**src/rtl/prescale_ratio_ctrl.sv**
```systemverilog
// Decodes a power-of-two prescale into the RX divider ratio and applies it only on a divider boundary.
// Optional `define PRESCALE_EDGE_TIMEOUT_EN forces the apply after TIMEOUT_CYCLES without an edge.
module prescale_ratio_ctrl #(
    parameter int SEL_WIDTH       = 6,
    parameter int DIV_RATIO_WIDTH = 8,
    parameter int MIN_LOG2        = 2,
    parameter int MAX_LOG2        = 5,
    parameter int STABLE_CYCLES   = 4,
    parameter int TIMEOUT_CYCLES  = 255
) (
    input  logic                       CLK,
    input  logic                       RST,
    input  logic [SEL_WIDTH-1:0]       prescale,
    input  logic                       cfg_valid,
    input  logic                       div_edge,
    output logic [DIV_RATIO_WIDTH-1:0] div_ratio,
    output logic                       ratio_update,
    output logic                       pending,
    output logic                       cfg_err
);

    if (MAX_LOG2 > SEL_WIDTH - 1 || MAX_LOG2 - MIN_LOG2 > DIV_RATIO_WIDTH - 1 ||
        MIN_LOG2 < 0 || MIN_LOG2 > MAX_LOG2 || STABLE_CYCLES < 1 || TIMEOUT_CYCLES < 1) begin : g_bad_params
        $error("prescale_ratio_ctrl: illegal parameter combination");
    end

    localparam int CNT_W = $clog2(STABLE_CYCLES + 1);
    localparam logic [CNT_W-1:0] CNT_LAST = CNT_W'(STABLE_CYCLES - 1);

    typedef enum logic [1:0] {IDLE, QUAL, WAIT_EDGE} state_e;

    function automatic logic is_legal(input logic [SEL_WIDTH-1:0] p);
        logic ok;
        ok = 1'b0;
        for (int k = MIN_LOG2; k <= MAX_LOG2; k++) begin
            if (p == (SEL_WIDTH'(1) << k)) ok = 1'b1;
        end
        return ok;
    endfunction

    function automatic logic [DIV_RATIO_WIDTH-1:0] ratio_of(input logic [SEL_WIDTH-1:0] p);
        logic [DIV_RATIO_WIDTH-1:0] r;
        r = '0;
        for (int k = MIN_LOG2; k <= MAX_LOG2; k++) begin
            if (p == (SEL_WIDTH'(1) << k)) r = DIV_RATIO_WIDTH'(1) << (MAX_LOG2 - k);
        end
        return r;
    endfunction

    state_e                     state_q, state_d;
    logic [SEL_WIDTH-1:0]       cand_q, cand_d;
    logic [CNT_W-1:0]           cnt_q, cnt_d;
    logic [DIV_RATIO_WIDTH-1:0] ratio_q, ratio_d;
    logic                       upd_q, upd_d;
    logic                       err_q, err_d;
    logic                       in_legal;
    logic [DIV_RATIO_WIDTH-1:0] in_ratio, cand_ratio;
    logic                       timeout_hit;

    assign in_legal   = is_legal(prescale);
    assign in_ratio   = ratio_of(prescale);
    assign cand_ratio = ratio_of(cand_q);

`ifdef PRESCALE_EDGE_TIMEOUT_EN
    localparam int TMO_W = $clog2(TIMEOUT_CYCLES + 1);
    logic [TMO_W-1:0] tmo_q, tmo_d;

    assign timeout_hit = (state_q == WAIT_EDGE) && (tmo_q == TMO_W'(TIMEOUT_CYCLES - 1));
    // Counts only while staying in WAIT_EDGE, so every exit leaves it cleared.
    assign tmo_d = (state_q == WAIT_EDGE && state_d == WAIT_EDGE) ? tmo_q + TMO_W'(1) : '0;

    always_ff @(posedge CLK) begin
        if (RST) tmo_q <= '0;
        else     tmo_q <= tmo_d;
    end
`else
    assign timeout_hit = 1'b0;
`endif

    // NOTE: every output of this block is defaulted first, so no path leaves one unassigned and no latch is inferred.
    always_comb begin
        state_d = state_q;
        cand_d  = cand_q;
        cnt_d   = cnt_q;
        ratio_d = ratio_q;
        upd_d   = 1'b0;
        err_d   = 1'b0;
        if (cfg_valid) begin
            // A fresh write overrides whatever candidate is in flight, including a same-cycle edge.
            if (!in_legal) begin
                err_d   = 1'b1;
                state_d = IDLE;
            end else if (in_ratio == ratio_q) begin
                state_d = IDLE;
            end else begin
                cand_d  = prescale;
                cnt_d   = '0;
                state_d = QUAL;
            end
        end else begin
            unique case (state_q)
                QUAL: begin
                    if (prescale == cand_q) begin
                        if (cnt_q == CNT_LAST) state_d = WAIT_EDGE;
                        else                   cnt_d   = cnt_q + CNT_W'(1);
                    end else if (!in_legal) begin
                        err_d   = 1'b1;
                        state_d = IDLE;
                    end else begin
                        cand_d = prescale;
                        cnt_d  = '0;
                    end
                end
                WAIT_EDGE: begin
                    if (div_edge || timeout_hit) begin
                        ratio_d = cand_ratio;
                        upd_d   = 1'b1;
                        state_d = IDLE;
                    end
                end
                default: ;
            endcase
        end
    end

    // NOTE: sequential state uses non-blocking assignments so all registers update from the same pre-edge values.
    always_ff @(posedge CLK) begin
        if (RST) begin
            state_q <= IDLE;
            cand_q  <= '0;
            cnt_q   <= '0;
            ratio_q <= DIV_RATIO_WIDTH'(1);
            upd_q   <= 1'b0;
            err_q   <= 1'b0;
        end else begin
            state_q <= state_d;
            cand_q  <= cand_d;
            cnt_q   <= cnt_d;
            ratio_q <= ratio_d;
            upd_q   <= upd_d;
            err_q   <= err_d;
        end
    end

    assign div_ratio    = ratio_q;
    assign ratio_update = upd_q;
    assign pending      = (state_q != IDLE);
    assign cfg_err      = err_q;

endmodule

```
**config.mk**
```make
export PLATFORM = sky130hd
export DESIGN_NAME = prescale_ratio_ctrl
export DESIGN_NICKNAME = d
export VERILOG_FILES = /design/src/rtl/prescale_ratio_ctrl.sv
export SDC_FILE = /design/constraint.sdc
export NUM_CORES = 1
export LEC_CHECK = 0
export CAP_MARGIN = 5
export CORE_UTILIZATION = 50
export CTS_BUF_LIST = sky130_fd_sc_hd__clkbuf_16
export CTS_CLUSTER_DIAMETER = 100
export DETAILED_ROUTE_END_ITERATION = 7
export PLACE_DENSITY = 0.75
export SLEW_MARGIN = 10
export SYNTH_ARGS = -nofsm -noshare
export SYNTH_HDL_FRONTEND = slang
export SYNTH_SLANG_ARGS = --single-unit
```
**constraint.sdc**
```tcl
create_clock -name CLK -period 2.46 [get_ports CLK]
set_input_delay 0.738 -clock CLK [delete_from_list [all_inputs] [get_ports CLK]]
set_output_delay 0.738 -clock CLK [all_outputs]
set_load 0.02 [all_outputs]
```
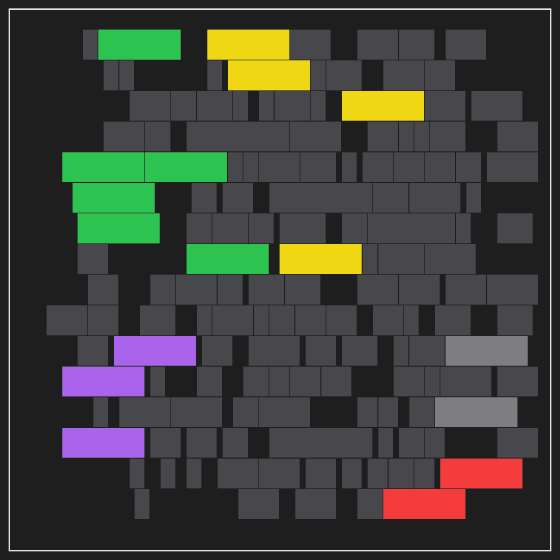
Run 1: register map, names as in the netlist
Other sequential cells in the stronger gray, the rest of the logic in the fainter gray.
Key: `cand_q` = green [sequential cells 6]; `cnt_q` = purple [sequential cells 3]; `state_q` = red [sequential cells 2]; `div_ratio` = yellow [sequential cells 4, where top middle]
Another 2 sequential cells are not colored.
Core Util, Final: 70.2%
Reg area: 340 sq um
Seq power: 0.000280 W
sequential cell area share: 24.5%

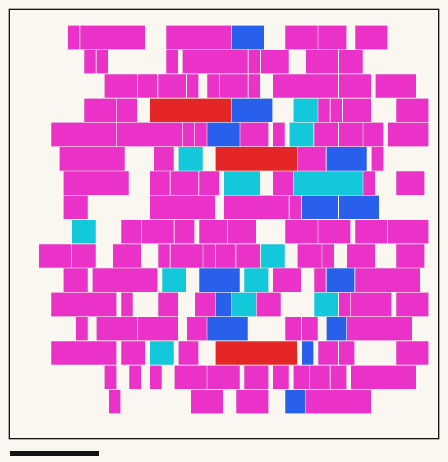
Run 1: cell sizes after repair
Scale bar: 10 microns.
Key: x3 and x4 = cyan [cells 12]; x6 and larger = red [cells 3]; x2 = blue [cells 13]; x1 and smaller = magenta [cells 117]

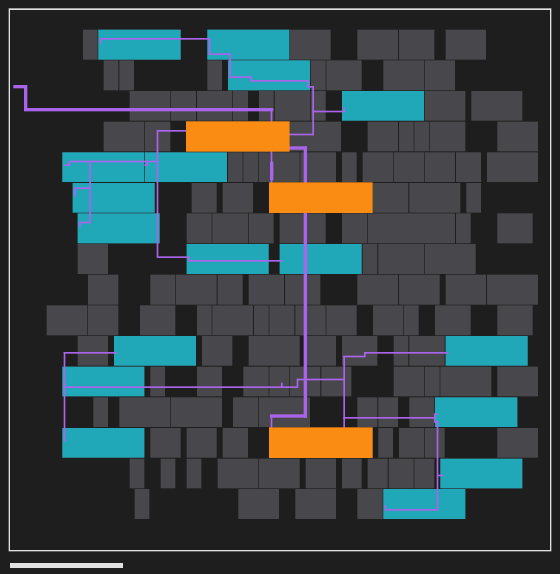
Run 1: clock distribution
Scale bar: 10 microns.
Key: clock-net drivers = orange [count 3]; flip-flops = cyan [count 17]; clock wires = purple [length 238 microns]
Position of the flops: spread over the die.

==> impl_metrics.csv, run 1 <==
group,metric,value,unit
finish,diodes,0,
finish,nonClkBufAreaFrac,17.4,%
finish,synthToLayoutAreaGrowth,31.8,%
die,num_rows,16,
timing,finalSetupViolCount,0,
grt,antenna_found_initial,0,
clocking,worstSkewPairLatency,0.25,ns
grt,use_met2,40.8,%
hold_path,worstHoldEndpoint,"cnt_q[1]",
power_and_ir_drop,p_per_area,495,nW/um^2
hold_path,hold_class,"reg2reg",
finish,regMostFlops,"cand_q",
place,dpl_worst_slack,-0.320,ns
yosys,top_cell,"dfxtp_1",
critical_path,cp_slowest_cell,"or4b_1",
timing,fmax,433,MHz
detailed_routing,ant_nets,0,
run_status,outcome,"finished, final reports clean",
critical_path,r2r_setup_slack,0.60,ns
yosys,ys_sh_adder,2.37,%
yosys,ys_seq_elements,17,
timing,skew,0.00132,ns
yosys,netlist_area,1060,sq um
power_and_ir_drop,clk-power,0.000329,W
yosys,yosysTopAreaCell,"dfxtp_1",
flow_run,drv_cap,0,
die,die-area,2300,sq um
yosys,aoi_share,16.1,%
flow_run,tool_warnings,26,
finish,nClkBuffers,3,
yosys,topCellsByArea,"dfxtp_1 (32%), nand2b_1 (5.3%), xor2_1 (5.0%), mux2i_1 (3.8%), nor4bb_1 (3.8%)",
power_and_ir_drop,p_sw_share,22.8,%
grt,grt_usage,25.6,%
clocking,clockBufferDepth,2,
yosys,synthTopCellsByCount,"dfxtp_1 (17), nor2_1 (10), nand2b_1 (9), inv_1 (8), xor2_1 (6)",
finish,layout.nets,158,
timing,hold_viol,0,
finish,inv_count,9,
power_and_ir_drop,total_power,0.000689,W
critical_path,r2r_start,"state_q[1]",
finish,lay_top_count,"dfxtp_1",
hold_path,min-delay-start,"cnt_q[1]",
power_and_ir_drop,power_switching,0.000157,W
finish,logic_area,661,sq um
power_and_ir_drop,power_leakage,0.558,nW
detailed_routing,highest_layer,"met4",
grt,grt_max_degree,15,
critical_path,r2r_end,"div_ratio[1]",
yosys,postSynthCellCount,123,
critical_path,crit_required,2.65,ns
yosys,ys.flop_type,"dfxtp_1",
die,die_y,48.0,microns
timing,rsz0062_at_grt,"false",
detailed_routing,vias,952,
yosys,yosysChipArea,1060,sq um
yosys,xor_share,5.81,%
detailed_routing,wl,2540,microns
finish,comb_share,47.5,%
finish,dominant_cells,"combinational gates",
die,fp.coreArea,1980,sq um
grt,grt_overflow,0,
finish,drive_gt1_share,19.3,%
place,numPortBuffers,16,
clocking,post-cts-setup-buffers,0,
clocking,clk_pin_slew,0.05,ns
power_and_ir_drop,p_seq_share,40.7,%
die,ios,21,
detailed_routing,via_per_inst,5.53,
yosys,synth.avg_cell_area,8.59,sq um
place,dpl_cell_area,1270,sq um
power_and_ir_drop,power.group.top,"clock",
clocking,cts-root-buf,"clkbuf_16",
hold_path,min_path_cells,2,
## run 1: how the worst max path moves through the flow
stage | slack [ns] | from | cells after the start | endpoint
2_1_floorplan | 0.24 | prescale[5] | 7 | cnt_q[2]
6_report | 0.15 | div_edge | 6 | div_ratio[1]
4_1_cts | 0.04 | prescale[3] | 8 | cand_q[1]
3_3_place_gp | -0.24 | prescale[5] | 7 | cnt_q[2]
3_5_place_dp | -0.32 | prescale[5] | 7 | cnt_q[2]
5_1_grt | 0.03 | prescale[5] | 9 | cnt_q[2]
## run 1: metrics by stage
| step | TNS [ns] | std cells |
|---|---|---|
| 2_1_floorplan | 0 | 126 |
| 3_3_place_gp | -2.20 | 168 |
| 3_5_place_dp | -2.95 | 168 |
| 4_1_cts | 0 | 172 |
| 5_1_grt | 0 | 172 |
| 6_report | 0 | 172 |
--- run 2 (diff from run 1) ---
- CAP_MARGIN: 5 -> 10
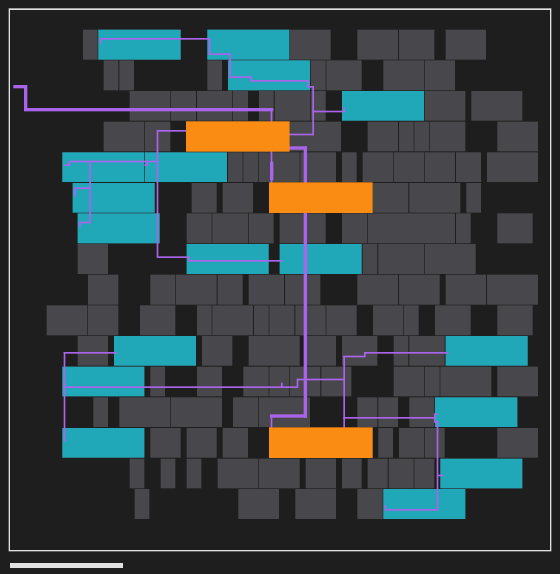
Run 2: clock distribution
Scale bar: 10 microns.
Key: flip-flops = cyan [count 17]; clock-net drivers = orange [count 3]; clock wires = purple [length 238 microns]
Position of the flops: spread over the die. There are 4 routed clock nets.
Clock Latency Late Sink: 0.25 ns
Final Skew: 0.00132 ns

==> run 2 against run 1 <==
  * Sequential power about the same
  * Sequential share of layout area stayed put
  * Global-route usage did not move
  * Routed wire length unchanged
  * Final cell count unchanged
  * Register-to-register slack hardly changed
  * Largest cell class unchanged
  * Largest power group unchanged
  * Utilization unchanged
==> impl_metrics.csv, run 2 <==
group,metric,value,unit
grt,grt_max_degree,15,
timing,fmax,433,MHz
grt,use_met2,40.8,%
die,die-area,2300,sq um
place,dpl_worst_slack,-0.320,ns
power_and_ir_drop,power.group.top,"clock",
finish,mostFrequentLayoutCells,"dfxtp_1 (17), nor2_1 (10), clkdlybuf4s50_1 (10), buf_4 (10), nand2b_1 (9)",
finish,drive_gt1_share,19.3,%
timing,holdWs,0.475,ns
hold_path,hold_class,"reg2reg",
finish,fillers,162,
critical_path,path_buffers,1,
finish,final_core_util,70.2,%
detailed_routing,via_per_inst,5.53,
hold_path,min_path_cells,2,
critical_path,r2r_cells,6,
die,fp.coreArea,1980,sq um
critical_path,crit_required,2.65,ns
yosys,yosysTopAreaCell,"dfxtp_1",
power_and_ir_drop,comb_power,0.0000797,W
finish,layout.nets,158,
place,place_inst,168,
finish,largest_register_ffs,6,
detailed_routing,drt_first_pass_iters,5,
power_and_ir_drop,p_per_area,495,nW/um^2
place,numPortBuffers,16,
power_and_ir_drop,clkPwrFrac,47.8,%
place,dpl_cell_area,1270,sq um
finish,regMostFlops,"cand_q",
die,num_rows,16,
yosys,synth.avg_cell_area,8.59,sq um
die,fp_util,53.3,%
critical_path,crit_cells,6,
grt,use_met1,32.8,%
detailed_routing,vias,952,
power_and_ir_drop,power_leakage,0.558,nW
grt,grt_usage,25.6,%
critical_path,critPathMaxFanout,2,
clocking,clk_pin_slew,0.05,ns
detailed_routing,wl_met1,1160,microns
yosys,topCellsByArea,"dfxtp_1 (32%), nand2b_1 (5.3%), xor2_1 (5.0%), mux2i_1 (3.8%), nor4bb_1 (3.8%)",
detailed_routing,wl,2540,microns
grt,antenna_found_initial,0,
yosys,yosysChipArea,1060,sq um
yosys,ys_seq_elements,17,
power_and_ir_drop,total_power,0.000689,W
finish,synthToLayoutAreaGrowth,31.8,%
detailed_routing,highest_layer,"met4",
run_status,outcome,"finished, final reports clean",
timing,finalSetupViolCount,0,
finish,inv_count,9,
finish,lay_top_count,"dfxtp_1",
finish,seq_share,24.5,%
grt,grt_pass1_wl,3970,microns
finish,diodes,0,
die,die_y,48.0,microns
yosys,synthDominantCellAreaShare,32.2,%
power_and_ir_drop,clk-power,0.000329,W
timing,setup_tns,0,ns
finish,comb_share,47.5,%
critical_path,cp_slowest_cell,"or4b_1",
yosys,top_cell,"dfxtp_1",
grt,grt_overflow,0,
finish,logic_area,661,sq um
yosys,netlist_area,1060,sq um
finish,clk_share,5.76,%
finish,nClkBuffers,3,
flow_run,tool_warnings,26,
power_and_ir_drop,pwr-share-comb,11.6,%
clocking,cts-root-buf,"clkbuf_16",
clocking,post-cts-setup-buffers,0,
power_and_ir_drop,p_sw_share,22.8,%
critical_path,worstPathCellList,"clkdlybuf4s50_1, or4b_1, or3_4, nor3_2, a32oi_1, nor2_1",
yosys,edf_count,0,
power_and_ir_drop,power_switching,0.000157,W
finish,final_cells,172,
die,ios,21,
yosys,ys.flop_type,"dfxtp_1",
yosys,postSynthCellCount,123,
clocking,clockBufferDepth,2,
timing,rsz0062_at_grt,"false",
timing,hold_viol,0,
finish,regArea,340,sq um
detailed_routing,ant_nets,0,
yosys,synthTopCellsByCount,"dfxtp_1 (17), nor2_1 (10), nand2b_1 (9), inv_1 (8), xor2_1 (6)",
power_and_ir_drop,p_seq_share,40.7,%
finish,dominant_cells,"combinational gates",
power_and_ir_drop,p_seq,0.000280,W
flow_run,drv_cap,0,
finish,nonClkBufAreaFrac,17.4,%
run 2: cell counts after synthesis:
Identical to the previous run, type by type.
run 2: kinds of logic (layout without fill, tap and decap cells):
logic type,Yosys count,after routing,share of synthesized area (%)
and+or+nand+nor,50,50,29.6
AOI/OAI and AO/OA,22,22,16.1
buffers and inverters,20,39,9.71
DFF,17,17,32.2
xor gates and xnor gates,7,7,5.81
muxes,4,4,3.79
adders and majority gates,2,2,2.37
other,1,4,0.355
run 2: final timing paths:
kind / from / to / slack (ns)
setup / recovery: div_edge / div_ratio[1] / 0.15
hold / removal: cnt_q[1] / cnt_q[1] / 0.47
setup reg to reg: state_q[1] / div_ratio[1] / 0.60
hold reg to reg: cnt_q[1] / cnt_q[1] / 0.47
Power figures rest on the tool's default switching activity, not on a simulated workload.
